Fig. 1: signal metal coverage by tile
8 x 9 tiles, from black (low) to pale yellow (high), scaled to the fullest tile. Values are wire area over tile area, all layers added.
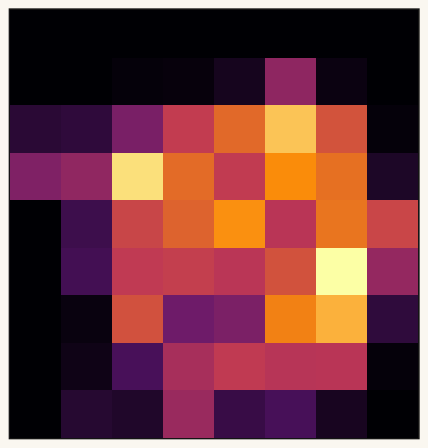
Fig. 2: cell density map
8 x 9 tiles, from black (low) to pale yellow (high), 0 to 100% covered.
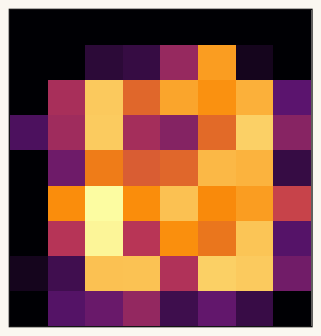
Fig. 3: metal 3
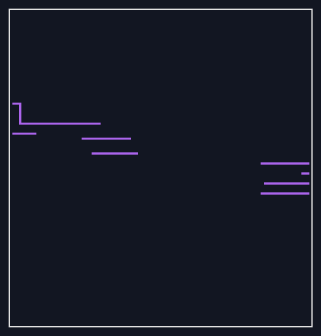
==> src/rtl/rr_select_arbiter.sv <==
// Four-source round-robin arbiter driving a 4:1 mux select (address1:address0).
// Optional forced release after HOLD_MAX grant cycles: define RR_SELECT_ARBITER_TIMEOUT_EN.
//
// state | meaning
// IDLE  | no grant; select lines hold the last granted index
// GRANT | one source owns the mux until done, request drop, or hold limit
module rr_select_arbiter #(
  parameter int unsigned HOLD_MAX = 8
) (
  input  logic       clk,
  input  logic       rst_n,
  input  logic [3:0] req,
  input  logic       done,
  output logic       address0,
  output logic       address1,
  output logic [3:0] grant,
  output logic       grant_valid,
  output logic       timeout
);

  typedef enum logic {IDLE = 1'b0, GRANT = 1'b1} state_t;

  state_t     state_q, state_d;
  logic [1:0] ptr_q, ptr_d;
  logic [1:0] idx_q, idx_d;
  logic [1:0] pick_idx;
  logic       pick_ok;
  logic       rel_normal;
  logic       limit;
  logic       fire_to;

  // First set request bit starting at p and walking upward modulo 4.
  function automatic logic [2:0] rr_pick(input logic [3:0] r, input logic [1:0] p);
    logic [2:0] res;
    logic [1:0] cand;
    res = 3'b000;
    for (int k = 3; k >= 0; k--) begin
      cand = p + 2'(k);
      if (r[cand]) res = {1'b1, cand};
    end
    return res;
  endfunction

  assign {pick_ok, pick_idx} = rr_pick(req, ptr_q);
  assign rel_normal = done | ~req[idx_q];

`ifdef RR_SELECT_ARBITER_TIMEOUT_EN
  localparam logic [3:0] HOLD_LIM = 4'(HOLD_MAX - 1);

  logic [3:0] cnt_q;
  logic       timeout_q;

  // cnt_q counts completed grant cycles; the limit hits in the HOLD_MAX-th cycle.
  assign limit = (cnt_q == HOLD_LIM);

  always_ff @(posedge clk) begin
    if (!rst_n) begin
      cnt_q     <= 4'd0;
      timeout_q <= 1'b0;
    end else begin
      timeout_q <= fire_to;
      if (state_q == IDLE || state_d == IDLE) cnt_q <= 4'd0;
      else                                    cnt_q <= cnt_q + 4'd1;
    end
  end

  assign timeout = timeout_q;
`else
  localparam logic [3:0] HOLD_LIM = 4'(HOLD_MAX - 1);
  logic unused_hold;

  assign unused_hold = ^{HOLD_LIM, fire_to};
  assign limit       = 1'b0;
  assign timeout     = 1'b0;
`endif

  always_comb begin
    state_d = state_q;
    ptr_d   = ptr_q;
    idx_d   = idx_q;
    fire_to = 1'b0;
    case (state_q)
      IDLE: begin
        // done is meaningless here; only requests start a grant
        if (pick_ok) begin
          state_d = GRANT;
          idx_d   = pick_idx;
        end
      end
      GRANT: begin
        if (rel_normal || limit) begin
          state_d = IDLE;
          ptr_d   = idx_q + 2'd1;
          fire_to = ~rel_normal & limit;
        end
      end
      default: state_d = IDLE;
    endcase
  end

  always_ff @(posedge clk) begin
    if (!rst_n) begin
      state_q <= IDLE;
      ptr_q   <= 2'd0;
      idx_q   <= 2'd0;
    end else begin
      state_q <= state_d;
      ptr_q   <= ptr_d;
      idx_q   <= idx_d;
    end
  end

  // Select lines come straight from the held index so the mux never glitches in IDLE.
  assign address0    = idx_q[0];
  assign address1    = idx_q[1];
  assign grant_valid = (state_q == GRANT);
  assign grant       = grant_valid ? (4'b0001 << idx_q) : 4'b0000;

endmodule

==> config.mk <==
export PLATFORM = sky130hd
export DESIGN_NAME = rr_select_arbiter
export DESIGN_NICKNAME = d
export VERILOG_FILES = /design/src/rtl/rr_select_arbiter.sv
export SDC_FILE = /design/constraint.sdc
export NUM_CORES = 1
export LEC_CHECK = 0
export CAP_MARGIN = 10
export CORE_AREA = 2 2 39 41
export CTS_BUF_LIST = sky130_fd_sc_hd__clkbuf_4 sky130_fd_sc_hd__clkbuf_8
export CTS_CLUSTER_SIZE = 40
export DETAILED_ROUTE_END_ITERATION = 7
export DIE_AREA = 0 0 41 43
export GPL_TIMING_DRIVEN = 0
export PLACE_DENSITY = 0.68
export SETUP_SLACK_MARGIN = 0.4
export SYNTH_ARGS = -nofsm -noshare
export SYNTH_HDL_FRONTEND = slang
export SYNTH_SLANG_ARGS = --single-unit
==> constraint.sdc <==
create_clock -name clk -period 1.2 [get_ports clk]
set_clock_uncertainty 0.1 [all_clocks]
set_input_delay 0.18 -clock clk [delete_from_list [all_inputs] [get_ports clk]]
set_output_delay 0.18 -clock clk [all_outputs]
set_load 0.01 [all_outputs]
==> run notes <==
The flow run is done. Non-clock buffer area fraction after layout landed at 20.95%. Clock latency on the worst-skew pair landed at 230 ps. Stage-log warning count landed at 32.

Before any placement, the netlist area is recorded as 401.6 um^2. Per the layout area report, the sequential fraction of cell area is 15.22%. 0 antenna diodes ended up in the layout. Maximum single-stage delay on the critical path landed at 390 ps. The worst path uses 112.6% of the clock period.

In the hold report, the worst path ends at idx_q[1]$_SDFFE_PN0P_. Along the worst path, the maximum fanout reaches 5. STA classifies the critical path endpoint as an output pin. The data required time reported for the critical path is 920 ps. Instance count along the most critical hold path landed at 3. Wire length of the first global-routing pass landed at 1669 um.

The flow ran to the end, but the final reports show violations. OpenSTA lists the critical path startpoint as idx_q[0]$_SDFFE_PN0P_. In this run, the synthesized area fraction spent on adder and majority cells is recorded as 12.46%. Fraction of final layout cells sized beyond drive strength 1 landed at 65.28%. According to the cell report, flip-flops and latches in the layout number 5. Pins over their slew limit in the final report were tallied at 0.

After its last routability iteration, the placer logged a weighted congestion of 0.6967. Via count of the first global-routing pass landed at 395. Max-cap violation count landed at 0.

The tightest min-delay check is of the input port to flop type. The region available for standard cell placement spans 0.001384 mm^2. Of all flip-flops after synthesis, the portion carrying an async set or reset was 0%. Number of enable flip-flop cells landed at 0.

Number of cells on the critical path landed at 4. Mux contribution to synthesized area landed at 4.984%. Global routing finished with a remaining overflow of 0. Data arrival time at the worst-slack endpoint landed at 1070 ps. The final reports fail on setup timing. Summing the areas of all xor and xnor instances in the mapped netlist gives 0% of the synthesized area.

For reference, the post-synthesis area per instance comes to 8.033 um^2. Final hold violation count landed at 0. Depth of the CTS H-tree landed at 1. Pin count of the biggest net entering global routing landed at 11. Yosys attributes the largest share of cell area to dfxtp_1 (25%), ha_1 (12%), and2_1 (6.2%), mux2i_1 (5.0%), inv_1 (4.7%).

Synthesized-area fraction occupied by ao, oa, aoi and oai cells landed at 27.41%. Post-DP HPWL landed at 694.6 um. The first routing iteration left 3 violations. Setup repair after global routing could not meet its margin everywhere. Smallest setup slack after layout landed at -150.7 ps. In the Yosys report, the sequential cells make up 24.92% of the chip area. Count of yosys warnings during synthesis landed at 0. Among cell families on the critical path, the largest total delay comes from flip-flops.

Worst-case vdd ir drop landed at 524.7 uV. Setup-violating endpoint count in the final report landed at 7.
## Picture notes: Fig. 1
tiles over half the peak	31%
emptiest ninth of the die	top left
fullest tile	0.31
nearly empty tiles	29%
mean over tiles	0.094
wire length per cell: 12.14 um
overall fraction of global-route tracks in use: 14.01%
total via count in the routed design: 440

## Picture notes: Fig. 2
mean over tiles	42%
fullest tile	99%
emptiest ninth of the die	top left
nearly empty tiles	24%
FP Util: 29.02%
final core utilization: 55.24%

## Picture notes: Fig. 3
longest straight run	10.8 um
nets with wire on the layer	8
wire length on this layer	49.2 um
main direction	horizontal

stage by stage:
| step | instance area [um^2] | cells | setup slack (ps) | setup TNS [ps] | hold slack (ps) |
|---|---|---|---|---|---|
| 6_report | 764.5 | 88 | -150.7 | -915.4 | 313.1 |
| 3_3_place_gp | 566.8 | 79 | -421.9 | -3056 | 378.9 |
| 5_1_grt | 764.5 | 88 | -191.2 | -1250 | 343.1 |
| 4_1_cts | 674.4 | 88 | -158.8 | -910.2 | 406.1 |
| 2_1_floorplan | 416.7 | 50 | 68.81 | 0 | 197.1 |
| 3_5_place_dp | 566.8 | 79 | -426.6 | -3085 | 387.5 |
flip-flops by register name (all words and copies together), names as in the netlist:
signal       flops
idx_q            2
ptr_q            2
grant_valid      1
what timing repair did:
| item | CTS | global route |
|---|---|---|
| resized | 53 | 20 |
| endpoints found under the setup margin | 12 | 12 |
| cloned | 0 | 0 |
| pin swaps | 9 | 8 |
| setup buffers | 5 | 0 |
routing by layer:
layer | GRT usage [%] | routed length [um] | vias up
met3 | 3.141 | 49 | 0
met4 | 6.000 | 0 | 0
li1 | - | - | 218
met1 | 17.26 | 431 | 211
met2 | 22.19 | 587 | 11
met5 | 0 | 0 | -
layout by cell type (no fill, tap or decap), types with 2 or more instances in the layout:
master	instances
a21o_1	2
a21oi_2	2
and2_1	2
and2_4	2
buf_2	3
buf_4	5
buf_6	4
clkbuf_2	2
clkbuf_4	4
clkdlybuf4s15_2	2
clkdlybuf4s50_1	2
dfxtp_4	4
ha_4	2
inv_1	2
inv_4	2
mux2i_4	2
nand2_1	2
nand2b_4	2
nand3_1	2
nor2_1	2
o21ai_1	2
o22ai_2	2
power breakdown:
group / switching, mW / internal [mW]
combinational: 0.112 / 0.139
sequential: 0.0326 / 0.181
clock: 0.0634 / 0.148
total: 0.208 / 0.468
No activity file was given, so power comes from the tool's default toggle rates.
